### Met1 routing

Scale bar: 20 microns. Supply wires on this layer in gray.
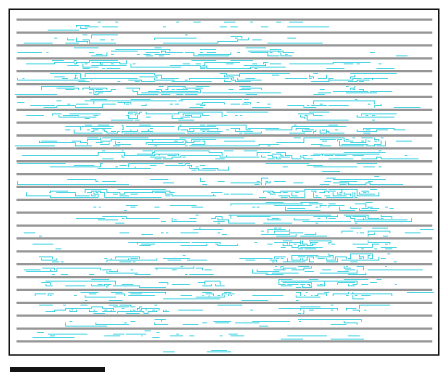
### Metal 2

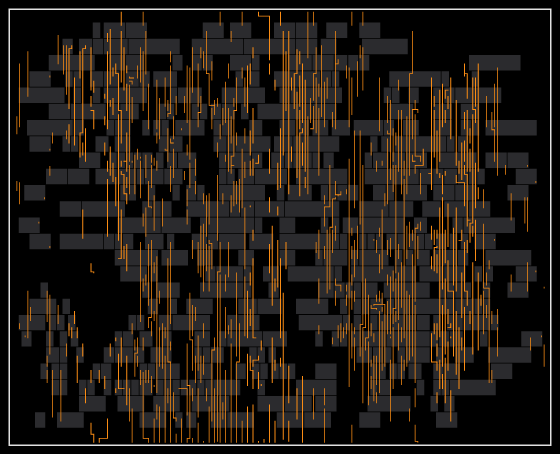
`config.mk`:
```
export PLATFORM = sky130hd
export DESIGN_NAME = pipeline_hazard_ctrl
export DESIGN_NICKNAME = d
export VERILOG_FILES = /design/src/rtl/pipeline_hazard_ctrl.sv
export SDC_FILE = /design/constraint.sdc
export NUM_CORES = 1
export LEC_CHECK = 0
export ABC_AREA = 1
export CAP_MARGIN = 20
export CORE_ASPECT_RATIO = 0.8
export CORE_UTILIZATION = 35
export CTS_CLUSTER_SIZE = 30
export DETAILED_ROUTE_END_ITERATION = 8
export GPL_TIMING_DRIVEN = 0
export SKIP_CTS_REPAIR_TIMING = 1
export SYNTH_ARGS = -nofsm -noshare
export SYNTH_HDL_FRONTEND = slang
export SYNTH_SLANG_ARGS = --single-unit
```
`constraint.sdc`:
```
create_clock -name CLK -period 1.5 [get_ports CLK]
set_input_delay 0.225 -clock CLK [delete_from_list [all_inputs] [get_ports CLK]]
set_output_delay 0.225 -clock CLK [all_outputs]
set_load 0.005 [all_outputs]
```
`src/rtl/pipeline_hazard_ctrl.sv`:
```
// Pipeline hazard controller for a 5-stage pipeline.
// Drives the PC and IF/ID, ID/EX, EX/MEM, MEM/WB enables and flushes from the
// cache handshakes, load-use hazards, MEM-stage branches and halt.
// It also keeps saturating stall and branch-flush counters.
//
// state     | meaning
// ----------+---------------------------------------------------------------
// ST_RUN    | normal issue; priority: freeze, branch/halt, load-use, ~ihit
// ST_DWAIT  | data access in MEM still pending; pipeline frozen until dhit
// ST_HALTED | halt retired; only the first cycle lets MEM/WB load
module pipeline_hazard_ctrl #(
  parameter int REG_W = 5,
  parameter int CNT_W = 16
) (
  input  logic             CLK,
  input  logic             RST,
  input  logic             ihit,
  input  logic             dhit,
  input  logic             mem_dREN,
  input  logic             mem_dWEN,
  input  logic             mem_branch_taken,
  input  logic             mem_halt,
  input  logic             ex_dREN,
  input  logic [REG_W-1:0] ex_rt,
  input  logic [REG_W-1:0] id_rs,
  input  logic [REG_W-1:0] id_rt,
  input  logic             id_uses_rt,
  output logic             pc_en,
  output logic             ifid_en,
  output logic             idex_en,
  output logic             exmem_en,
  output logic             memwb_en,
  output logic             ifid_flush,
  output logic             idex_flush,
  output logic             exmem_flush,
  output logic             halt,
  output logic [CNT_W-1:0] stall_cnt,
  output logic [CNT_W-1:0] flush_cnt
);

  typedef enum logic [1:0] {
    ST_RUN    = 2'd0,
    ST_DWAIT  = 2'd1,
    ST_HALTED = 2'd2
  } state_t;

  state_t           r_state;
  state_t           w_state_next;
  logic             r_halt;
  logic             r_halt_first;
  logic [CNT_W-1:0] r_stall_cnt;
  logic [CNT_W-1:0] r_flush_cnt;

  logic w_mem_op;
  logic w_freeze;
  logic w_load_use;
  logic w_stall_inc;
  logic w_flush_inc;

  assign w_mem_op   = mem_dREN | mem_dWEN;
  assign w_freeze   = w_mem_op & ~dhit;
  // $0 is hardwired zero, so a load targeting it never creates a dependency.
  assign w_load_use = ex_dREN && (ex_rt != '0) &&
                      ((ex_rt == id_rs) || (id_uses_rt && (ex_rt == id_rt)));

  // State register, sticky halt flag and first-halted-cycle marker.
  always_ff @(posedge CLK) begin
    if (RST) begin
      r_state      <= ST_RUN;
      r_halt       <= 1'b0;
      r_halt_first <= 1'b0;
    end else begin
      r_state      <= w_state_next;
      r_halt       <= r_halt | (w_state_next == ST_HALTED);
      r_halt_first <= (r_state != ST_HALTED) && (w_state_next == ST_HALTED);
    end
  end

  // Next state plus per-stage enables/flushes in priority order.
  always_comb begin
    w_state_next = r_state;
    pc_en        = 1'b0;
    ifid_en      = 1'b0;
    idex_en      = 1'b0;
    exmem_en     = 1'b0;
    memwb_en     = 1'b0;
    ifid_flush   = 1'b0;
    idex_flush   = 1'b0;
    exmem_flush  = 1'b0;
    w_stall_inc  = 1'b0;
    w_flush_inc  = 1'b0;
    case (r_state)
      ST_HALTED: begin
        // The halting instruction still has to move from MEM into WB.
        memwb_en = r_halt_first;
      end
      default: begin
        if (w_freeze) begin
          w_state_next = ST_DWAIT;
          w_stall_inc  = 1'b1;
        end else if (mem_branch_taken || mem_halt) begin
          // Halt reuses the branch squash so nothing younger retires.
          pc_en        = 1'b1;
          ifid_en      = 1'b1;
          idex_en      = 1'b1;
          exmem_en     = 1'b1;
          memwb_en     = 1'b1;
          ifid_flush   = 1'b1;
          idex_flush   = 1'b1;
          exmem_flush  = 1'b1;
          w_flush_inc  = mem_branch_taken;
          w_state_next = mem_halt ? ST_HALTED : ST_RUN;
        end else if (w_load_use) begin
          idex_en      = 1'b1;
          idex_flush   = 1'b1;
          exmem_en     = 1'b1;
          memwb_en     = 1'b1;
          w_stall_inc  = 1'b1;
          w_state_next = ST_RUN;
        end else if (!ihit) begin
          ifid_en      = 1'b1;
          ifid_flush   = 1'b1;
          idex_en      = 1'b1;
          exmem_en     = 1'b1;
          memwb_en     = 1'b1;
          w_stall_inc  = 1'b1;
          w_state_next = ST_RUN;
        end else begin
          pc_en        = 1'b1;
          ifid_en      = 1'b1;
          idex_en      = 1'b1;
          exmem_en     = 1'b1;
          memwb_en     = 1'b1;
          w_state_next = ST_RUN;
        end
      end
    endcase
  end

  // Saturating performance counters.
  always_ff @(posedge CLK) begin
    if (RST) begin
      r_stall_cnt <= '0;
      r_flush_cnt <= '0;
    end else begin
      if (w_stall_inc && (r_stall_cnt != '1))
        r_stall_cnt <= r_stall_cnt + CNT_W'(1);
      if (w_flush_inc && (r_flush_cnt != '1))
        r_flush_cnt <= r_flush_cnt + CNT_W'(1);
    end
  end

  assign halt      = r_halt;
  assign stall_cnt = r_stall_cnt;
  assign flush_cnt = r_flush_cnt;

endmodule

```
==> impl_metrics.json <==
{
  "status": "finished, violations left",
  "failed_checks": "negative setup slack",
  "worstPathRequired_ps": 1270,
  "seq_power_uw": 1030,
  "multiInputGateArea_sq_um": 1510,
  "grt_antenna_before_repair": 0,
  "fin_ws_ps": -59.0,
  "routed-wl-met3_microns": 282,
  "fin_util_pct": 60.6,
  "antenna_left": 0,
  "pre_cts_slack_ps": -898,
  "grt-ovfl-total": 0,
  "ys_cells": 349,
  "ff_count": 36,
  "crit_chain": "nor2_4 -> inv_2 -> nand2_4 -> buf_6 -> buf_6 -> a31oi_1 -> buf_2",
  "rr_worst_depth": 10,
  "largest_class": "combinational gates",
  "fin_crit_sh_pct": 104,
  "wire_per_inst_microns": 12.4,
  "drt_iter0_drc": 86,
  "finalCriticalPeriod_ps": 1560,
  "crit_top_cell": "buf_6",
  "hold_violations": 0,
  "fp_util_pct": 36.7,
  "yosysWarningCount": 0,
  "r2r_end": "flush_cnt[9]",
  "n_clock_buffer": 6,
  "compound_area_share_pct": 9.25,
  "seqAreaFraction_pct": 21.4,
  "critical_path_class": "reg2out",
  "wl_met2_microns": 3140,
  "htreeDepth": 2,
  "buffers": 100,
  "slew_headroom_pct": 63.4,
  "critPathCaptureType": "output port",
  "power.density_nw_per_um2": 637,
  "root_buffer": "clkbuf_8",
  "dr.pass1.iters": 4,
  "top_cell_area_share_pct": 32.9,
  "switchingPower_uw": 672,
  "synthFlopType": "dfxtp_1",
  "die_h_microns": 72.8,
  "sh_comb_area_pct": 41.8,
  "synth_cells": 349,
  "synth-async-reset-ratio_pct": 0,
  "power_uw": 2310,
  "stdcell_count": 531,
  "vias_per_cell": 4.80,
  "critical_path.endpoint": "ifid_en",
  "grt_pass1_wl_microns": 9540,
  "top_power_group": "sequential cells",
  "top_cell": "nand2_1",
  "crit_arrival_ps": 1330,
  "xor_share_pct": 3.60,
  "finalSetupViolations": 5,
  "hp-start": "dhit",
  "power_frac_comb_pct": 23.6,
  "clock_skew_ps": 19.2,
  "avgSynthCellArea_sq_um": 6.28,
  "seq_area_sq_um": 774,
  "cts_max_path_buffers": 2,
  "reg2reg_slack_ps": -50,
  "pin_count": 66,
  "port_buffers": 65,
  "cellLeakagePower_uw": 0.00169,
  "min_to": "r_state[0]",
  "ys_top_logic_family": "simple AND/OR/NAND/NOR gates",
  "cts_tree": "built",
  "placed_area_sq_um": 2950,
  "clk-power_uw": 732,
  "synth.distinct_cells": 30,
  "p_comb_uw": 545,
  "diodes": 0,
  "finalMaxSlewViolations": 0,
  "grt_max_degree": 12,
  "edf_count": 0,
  "whs_path_depth": 4,
  "logic_gates": 261,
  "rsz0062_at_grt": "yes",
  "finalInstanceArea_sq_um": 3620,
  "swShare_pct": 29.1,
  "tightest_slew_ps": 548,
  "clock_area_share_pct": 2.56,
  "bufAreaShareNonClock_pct": 26.5,
  "netlist_area_sq_um": 2190,
  "path_max_fanout": 5,
  "clockPowerShare_pct": 31.7,
  "met1_length_microns": 3040,
  "num-nonclk-inverters": 45,
  "fin_tns_setup_ps": -158,
  "postSynthSeqShare_pct": 32.9,
  "nets": 476,
  "drive_gt1_share_pct": 32.9,
  "gp_congestion": 0.846,
  "timing.critical_path.from": "r_state[0]",
  "simple_gate_share_pct": 42.8,
  "clock-sinks": 36,
  "top_usage_layer": "met2",
  "peakVddDrop_uv": 455,
  "highest_layer": "met4",
  "grt_usage_pct": 17.9,
  "die_w_microns": 90.5,
  "ys_chip_area_sq_um": 2190,
  "dp_hpwl_microns": 4200,
  "syn2layout_area_growth_pct": 65.3,
  "grt_pass1_vias": 2069,
  "yosys.area.top_type": "dfxtp_1",
  "numCtsBuffers": 5,
  "critPathSlowestCell": "dfxtp_1",
  "cpPeakStageDelay_ps": 360,
  "seqPwrFrac_pct": 44.6,
  "hp-class": "in2reg",
  "rows": 25,
  "fmax_mhz": 641,
  "chip_area_sq_um": 6580,
  "power.internal_uw": 1640,
  "cp-start-kind": "flip-flop",
  "cap_violations": 0,
  "grt_use_met3_pct": 3.85,
  "clk-insertion-delay-late_ps": 290,
  "coreArea_sq_um": 5970,
  "r2r-start": "flush_cnt[0]",
  "synth_flops": 36,
  "ys_top_cells_by_count": "95 x nand2_1, 61 x nor2_1, 36 x dfxtp_1, 34 x inv_1, 27 x nand3_1",
  "nFillCells": 559,
  "ys_top_cells_by_area": "dfxtp_1 33%, nand2_1 16%, nor2_1 10%",
  "synth_nets": 376,
  "place_inst": 495,
  "warnings": 27,
  "drc": 0,
  "ys_sh_mux_pct": 0,
  "clk_pin_slew_ps": 60,
  "synthAdderAreaFrac_pct": 1.14,
  "nWellTaps": 81,
  "finalHoldWorstSlack_ps": 364
}
Notes on 'Met1 routing' above:
share of all routed wire	46%
longest straight run	23.5 microns
main direction	horizontal
nets with wire on the layer	438
via count: 2547
GR met1 Demand/Resource: 24.9%
drt total wl: 6570 microns

Notes on 'Metal 2' above:
share of all routed wire	48%
longest straight run	38.1 microns
main direction	vertical
met2 Usage GRT: 27.9%

cell usage in the layout, fill, tap and decap left out, types with 6 or more instances in the layout:
cell type and count:
nand2_1 86, nor2_1 45, clkdlybuf4s50_1 36, inv_1 31
buf_4 24, nand3_1 22, a21oi_1 19, dlymetal6s2s_1 19
nor2_2 13, dfxtp_2 13, dfxtp_1 13, inv_2 11
dfxtp_4 10, nor2_4 9, clkbuf_2 9, nand2_2 8
buf_6 6, clkbuf_8 6
critical path, delay by kind of cell, from the launching register on:
family          cells  cell delay (ps)
simple gates        2              140
flops               1              360
compound gates      1              120
buf+inv             4              440
sequential cells by signal, indices dropped and copies added, names as in the netlist:
register / count
flush_cnt: 16
halt: 1
r_halt_first: 1
r_state: 2
stall_cnt: 16
